### src/rtl/win_pkg.sv
// ---------------------------------------------------------------------------
// win_pkg
// Shared definitions for the Winograd product accumulator slice.
//   win_state_e : group-control states (IDLE, ACC, DONE)
//   WIN_PROD_W  : width of one multiplier product
//   WIN_N_TERMS : default number of products summed per group
//   WIN_ACC_W   : default accumulator width
// ---------------------------------------------------------------------------
package win_pkg;

  typedef enum logic [1:0] {
    IDLE = 2'd0,
    ACC  = 2'd1,
    DONE = 2'd2
  } win_state_e;

  localparam int WIN_PROD_W  = 16;
  localparam int WIN_N_TERMS = 16;
  localparam int WIN_ACC_W   = 24;

endpackage

### src/rtl/win_acc_clip.sv
// ---------------------------------------------------------------------------
// win_acc_clip
// Combinational range test and output narrowing for a finished group sum.
// The sum is judged against the OUT_W range (signed or unsigned, chosen by
// sgn) and then either clipped to the nearest bound or truncated to its low
// OUT_W bits.
//
// Build option:
//   WIN_ACC_SAT_EN defined   : out-of-range sums clip to the range bound
//   WIN_ACC_SAT_EN undefined : res is the low OUT_W bits of sum (wrap)
// ovf reports the range violation identically in both builds.
//
// Ports:
//   sum  in  ACC_W  full-width group sum
//   sgn  in  1      1 = sum is two's complement, 0 = unsigned
//   res  out OUT_W  narrowed result
//   ovf  out 1      sum lies outside the OUT_W range
// ---------------------------------------------------------------------------
module win_acc_clip #(
  parameter int ACC_W = 24,
  parameter int OUT_W = 16
) (
  input  logic [ACC_W-1:0] sum,
  input  logic             sgn,
  output logic [OUT_W-1:0] res,
  output logic             ovf
);

  // Range bounds expressed at accumulator width. S_MIN is the two's
  // complement of S_MAX+1, which is simply the bitwise inverse of S_MAX.
  localparam logic [ACC_W-1:0] U_MAX = {ACC_W{1'b1}} >> (ACC_W - OUT_W);
  localparam logic [ACC_W-1:0] S_MAX = U_MAX >> 1;
  localparam logic [ACC_W-1:0] S_MIN = ~S_MAX;

  logic over;
  logic under;

  // Range test: signed sums can leave the range in either direction,
  // unsigned sums (always non-negative here) only upwards.
  always_comb begin
    over  = 1'b0;
    under = 1'b0;
    if (sgn) begin
      over  = $signed(sum) > $signed(S_MAX);
      under = $signed(sum) < $signed(S_MIN);
    end else begin
      over  = sum > U_MAX;
    end
    ovf = over | under;
  end

  // Output narrowing: clip to the violated bound, or keep the low bits.
`ifdef WIN_ACC_SAT_EN
  always_comb begin
    res = sum[OUT_W-1:0];
    if (over) begin
      res = sgn ? S_MAX[OUT_W-1:0] : U_MAX[OUT_W-1:0];
    end else if (under) begin
      res = S_MIN[OUT_W-1:0];
    end
  end
`else
  always_comb begin
    res = sum[OUT_W-1:0];
  end
`endif

endmodule

### src/rtl/win_acc_16.sv
// ---------------------------------------------------------------------------
// win_acc_16
// Sums a fixed-length group of N_TERMS 16-bit Winograd multiplier products
// into an ACC_W-bit accumulator and presents one OUT_W-bit result.
//
// Build option: WIN_ACC_SAT_EN (see win_acc_clip) selects clipping instead
// of truncation for out-of-range sums.
//
// Ports:
//   clk          in  1      rising-edge clock
//   rst          in  1      asynchronous active-high reset
//   start        in  1      opens a new group (IDLE, or DONE with out_ready)
//   prod_signed  in  1      sampled with start: products are two's complement
//   in_valid     in  1      prod is valid
//   in_ready     out 1      product accepted this cycle (state ACC only)
//   prod         in  16     product from the multiplier
//   out_valid    out 1      acc_out holds a finished result (state DONE)
//   out_ready    in  1      downstream takes acc_out
//   acc_out      out OUT_W  group result, held until the handshake
//   ovf          out 1      group sum fell outside the OUT_W range
//   busy         out 1      state is ACC or DONE
// ---------------------------------------------------------------------------
module win_acc_16
  import win_pkg::*;
#(
  parameter int N_TERMS = WIN_N_TERMS,
  parameter int ACC_W   = WIN_ACC_W,
  parameter int OUT_W   = 16
) (
  input  logic                  clk,
  input  logic                  rst,
  input  logic                  start,
  input  logic                  prod_signed,
  input  logic                  in_valid,
  output logic                  in_ready,
  input  logic [WIN_PROD_W-1:0] prod,
  output logic                  out_valid,
  input  logic                  out_ready,
  output logic [OUT_W-1:0]      acc_out,
  output logic                  ovf,
  output logic                  busy
);

  localparam int CNT_W = $clog2(N_TERMS + 1);

  win_state_e       state;
  win_state_e       state_nxt;
  logic [ACC_W-1:0] acc;
  logic [ACC_W-1:0] prod_ext;
  logic [ACC_W-1:0] acc_sum;
  logic [CNT_W-1:0] cnt;
  logic             sgn_q;
  logic             accept;
  logic             last_beat;
  logic             clear_grp;
  logic [OUT_W-1:0] clip_res;
  logic             clip_ovf;

  // Product extension follows the signedness latched at group start, and
  // the sum feeding the clip is the accumulator including the current beat,
  // so the result can be registered on the very beat that ends the group.
  assign prod_ext  = sgn_q ? {{(ACC_W-WIN_PROD_W){prod[WIN_PROD_W-1]}}, prod}
                           : {{(ACC_W-WIN_PROD_W){1'b0}}, prod};
  assign acc_sum   = acc + prod_ext;
  assign accept    = (state == ACC) && in_valid;
  assign last_beat = accept && (cnt == CNT_W'(N_TERMS - 1));
  assign clear_grp = start && ((state == IDLE) || ((state == DONE) && out_ready));

  win_acc_clip #(
    .ACC_W (ACC_W),
    .OUT_W (OUT_W)
  ) u_clip (
    .sum (acc_sum),
    .sgn (sgn_q),
    .res (clip_res),
    .ovf (clip_ovf)
  );

  // State register.
  always_ff @(posedge clk or posedge rst) begin
    if (rst) begin
      state <= IDLE;
    end else begin
      state <= state_nxt;
    end
  end

  // Next-state and handshake outputs. The handshake outputs depend on the
  // state alone so neither ready nor valid loops back through the peers.
  // A start in DONE together with out_ready goes straight back to ACC.
  always_comb begin
    state_nxt = state;
    in_ready  = 1'b0;
    out_valid = 1'b0;
    busy      = 1'b0;
    case (state)
      IDLE: begin
        if (start) begin
          state_nxt = ACC;
        end
      end
      ACC: begin
        in_ready = 1'b1;
        busy     = 1'b1;
        if (last_beat) begin
          state_nxt = DONE;
        end
      end
      DONE: begin
        out_valid = 1'b1;
        busy      = 1'b1;
        if (out_ready) begin
          state_nxt = start ? ACC : IDLE;
        end
      end
      default: begin
        state_nxt = IDLE;
      end
    endcase
  end

  // Datapath: a group opens by clearing the accumulator and counter and
  // latching signedness; each accepted beat adds one extended product; the
  // final beat captures the narrowed result and its range flag, which then
  // stay put until the next group finishes.
  always_ff @(posedge clk or posedge rst) begin
    if (rst) begin
      acc     <= '0;
      cnt     <= '0;
      sgn_q   <= 1'b0;
      acc_out <= '0;
      ovf     <= 1'b0;
    end else begin
      if (clear_grp) begin
        acc   <= '0;
        cnt   <= '0;
        sgn_q <= prod_signed;
      end else if (accept) begin
        acc <= acc_sum;
        cnt <= cnt + CNT_W'(1);
      end
      if (last_beat) begin
        acc_out <= clip_res;
        ovf     <= clip_ovf;
      end
    end
  end

endmodule
### config.mk
export PLATFORM = sky130hd
export DESIGN_NAME = win_acc_16
export DESIGN_NICKNAME = d
export VERILOG_FILES = /design/src/rtl/win_pkg.sv /design/src/rtl/win_acc_clip.sv /design/src/rtl/win_acc_16.sv
export SDC_FILE = /design/constraint.sdc
export NUM_CORES = 1
export LEC_CHECK = 0
export ABC_AREA = 0
export CAP_MARGIN = 20
export CORE_ASPECT_RATIO = 1.25
export CORE_MARGIN = 3
export CORE_UTILIZATION = 41
export DETAILED_ROUTE_END_ITERATION = 12
export GPL_TIMING_DRIVEN = 0
export PLACE_DENSITY = 0.69
export SYNTH_ARGS = -nofsm -noshare
export SYNTH_HDL_FRONTEND = slang
export SYNTH_HIERARCHICAL = 1
export SYNTH_SLANG_ARGS = --single-unit
### constraint.sdc
create_clock -name clk -period 3.1 [get_ports clk]
set_input_delay 0.775 -clock clk [delete_from_list [all_inputs] [get_ports clk]]
set_output_delay 0.775 -clock clk [all_outputs]
set_load 0.01 [all_outputs]
### Clock wires, drivers and flops

(4 px per um)
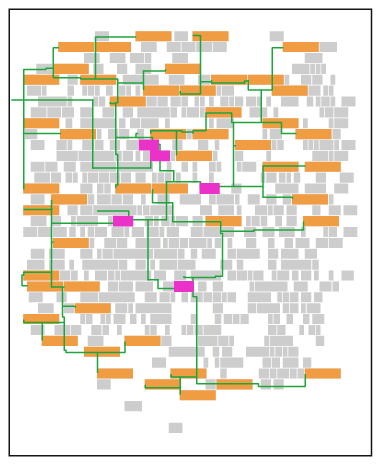
Key: flip-flops = orange [count 49]; clock-net drivers = magenta [count 5]; clock wires = green [length 744 um]
Position of the flops: widely spread.

==> GITHUB_STEP_SUMMARY <==
## Implementation flow summary

| Metric | Value |
|---|---|
| Run status | `finished, violations left` |
| Failing checks | `negative setup slack` |
| Chip area in the Yosys report | `3630 um^2` |
| Row count | `37` |
| First-pass GRT wire length | `around 16 mm` |
| Core area | `between 8000 and 9000 um^2` |
| Max frequency | `roughly 290 MHz` |
| PnR worst setup slack | `-0.400 ns` |
| Logic area | `around 2500 um^2` |
| Most numerous logic cells after layout | `nand2_1 (62), dfrtp_1 (49), a21oi_1 (36), buf_4 (36), clkdlybuf4s50_1 (31)` |
| GRT Util Overall | `around a fifth` |
| Yosys Warn Count | `6` |
| TritonCTS Buffers | `5` |
| Leak | `between 2 and 2.5 nW` |
| Final hold slack | `0.512 ns` |
| Routed WL | `9.91 mm` |
| Non-clock buffering overhead | `16.4%` |
| Post-route ant nets | `0` |
| Power per cell area | `around 870 nW/um^2` |
| Avg Cell Area, Syn | `8.74 um^2` |
| Adder-cell share of the synthesized area | `roughly 8.1%` |
| Gr ovfl total | `0` |
| Clock Skew | `between 0.009 and 0.01 ns` |
| Layout Cells excl Fill | `around 600` |
| Crit path DAT | `roughly 3.7 ns` |
| Htree depth | `2` |
| Met2 WL post-DR | `between 4 and 5 mm` |
| Clock root cell | `clkbuf_8` |
| Clk sink count | `roughly 50` |
| Top cell category | `combinational gates` |
| Vias per std cell | `~5.5` |
| Slew margin rel. | `53.3%` |
| Top-Level Pins | `approximately 42` |
| Clk slew on worst S/H paths | `0.10 ns` |
| Global Route met3 Usage | `approximately 2.7%` |
| Antenna diode count | `0` |
| Biggest register | `acc` |
| N_taps | `around 120` |
| Cell area leaders | `dfrtp_1 (34%), ha_1 (7.6%), nand2_1 (6.4%)` |
| Comb/total area | `about half` |
| Chip area | `10,000 um^2` |
| Die Wd | `approximately 90 um` |
| Critical R2R Launch | `acc[0]` |
| RSZ-0062 raised after global routing | `true` |
| Clock buffers | `5` |
| Worst-Margin Slew | `0.700 ns` |
| CP max-delay cell | `a221o_1` |
| Layout area overhead | `31.7%` |
| Crit-path cells | `buf_6, ha_4, fa_2, a21o_1, a221o_1, a211o_4, a31oi_4, mux2i_4, xor2_2, nand4_1, nor3_2, a31oi_1, mux2_4` |
| Post-synth EDFFs | `0` |
| Max rail drop VDD | `about 0.43 mV` |
| Post-layout instance area | `roughly 4800 um^2` |
| DR WL/cell | `16.5 um` |
| Number of DRC markers in iteration 0 | `187` |
| Worst R2R Path Depth | `12` |
| Startpoint types | `input port` |
| Vias in the first global route | `roughly 3,300` |
| Global-route met1 utilization | `between 20% and 30%` |
| Main flop type after synthesis | `dfrtp_1` |
| Log Warnings | `32` |
| DP Wirelength | `approximately 7 mm` |
| Flop share of the area | `roughly a quarter` |
| Non-CTS inverters | `9` |
| Cell variety after synth | `between 50 and 60` |
| Worst Setup SP | `prod[0]` |
| Max reg flops | `24` |
| Final-report max-slew violation count | `0` |
| Worst Path Max Fanout | `3` |
| DR pass1 iterations | `4` |
| Setup CP Type | `in2reg` |
| Most numerous logic cell after layout | `nand2_1` |
| Synth Register Bits | `slightly below 50` |
| Max Cap Viol | `0` |
| Vias post-DR | `around 3,300` |
| CP Depth | `13` |
| Min-delay worst type | `reg2reg` |
| Register area | `1230 um^2` |
| Final min period | `3.50 ns` |
| Area after DPL | `between 4000 and 5000 um^2` |
| Worst path max stage delay | `between 0.3 and 0.4 ns` |
| Syn Std Cell Area | `about 3600 um^2` |
| Worst r2r dst | `ovf` |
| GR peak layer | `met2` |
| Initial Util | `between 40% and 50%` |
| Simple share | `18.6%` |
| Max Root-Sink Buffers | `2` |
| # DRC | `0` |
| End of the critical path | `ovf` |
| Worst-Skew Late Latency | `a little over 0.3 ns` |
| Buf/Inv on CP | `1` |
| Number of logic gates | `between 300 and 400` |
| Filler Cell Count | `around 770` |
| TritonCTS clock tree | `yes` |
| Req. time, crit path | `roughly 3.3 ns` |
| Top flop regs | `acc (24), acc_out (16), cnt (5)` |
| Endpoints failing setup | `2` |
| Initial antenna violation count | `0` |
| Dpl cells | `575` |
| WL met1 | `between 4 and 5 mm` |
| Clock-cell share of area | `2.35%` |
| Chip Height | `111 um` |
| Final Hold Fails | `0` |
| Ao+oa area frac | `~19%` |
| Top logic family | `AND-OR/OR-AND gates` |
| Register-to-register path setup slack | `-0.28 ns` |
| Setup crit end kind | `register` |
| Post-synthesis sequential area ratio | `between 30% and 40%` |
| Xor/xnor share | `about 6.5%` |
| Non-clock buffers | `98` |
| Multiplexer share | `around 7%` |
### Floorplan with the power grid

(3 px per um) Pins as bars on the die edge.
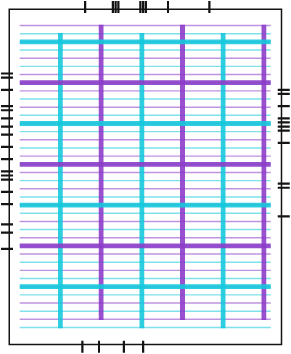
Key: VSS = cyan; VDD = purple
6 straps on met4. The core has 37 rows. 7 straps on met5. 38 met1 rails follow the rows.

==> how the worst min path moves through the flow <==
stage	end	from	cells after the start
after global routing	acc_out[0]	acc_out[0]	1
after detailed placement	acc_out[2]	acc_out[2]	1
after CTS	acc_out[2]	acc_out[2]	1
after global placement	acc_out[15]	acc_out[15]	1
after floorplan	cnt[3]	cnt[3]	2
final	acc_out[2]	acc_out[2]	1
==> Yosys cell counts, types with 2 or more instances <==
cell,n
nor3_1,11
and3_1,6
a221o_1,2
clkbuf_1,19
a21o_1,13
a31o_1,2
mux2_2,19
o21ai_0,8
o21ai_1,3
nand3_1,5
ha_1,22
o22ai_1,4
nand4_1,8
xnor2_1,16
buf_4,16
mux2i_1,4
nand2_1,62
a31oi_1,6
a211oi_1,4
nor2_1,22
buf_1,3
o31ai_1,3
a211o_1,2
or3_1,6
nor2b_1,2
o31a_1,2
nor4_2,2
xor2_1,11
dfrtp_1,49
and2_1,4
inv_1,9
or2_1,2
or4_1,2
nand2b_1,3
o211ai_1,3
a21oi_1,42
==> stage by stage <==
| stage | util, % | setup WS [ns] | TNS (ns) | total power [mW] |
|---|---|---|---|---|
| floorplan | - | -0.500 | -0.560 | 2.65 |
| global route | 56.8 | -0.475 | -0.571 | 4.46 |
| detailed placement | 50.2 | -1.28 | -10.03 | 3.12 |
| finish | 56.8 | -0.400 | -0.409 | 4.16 |
| global placement | 50.0 | -1.27 | -10.06 | 3.09 |
| CTS | 54.2 | -0.450 | -0.450 | 3.88 |
==> report_power, final <==
part           switching, mW  internal (mW)  leakage [nW]
logic                   1.42           1.31          1.43
clock network          0.245          0.243        0.0585
registers              0.140          0.798         0.665
==> what timing repair did <==
item | in CTS | in global routing
setup endpoints to repair | 14 | 8
pin swaps | 18 | 15
setup buffers | 11 | 10
resized | 37 | 31
hold buffers | 0 | 0
Power and IR drop assume default switching activity.
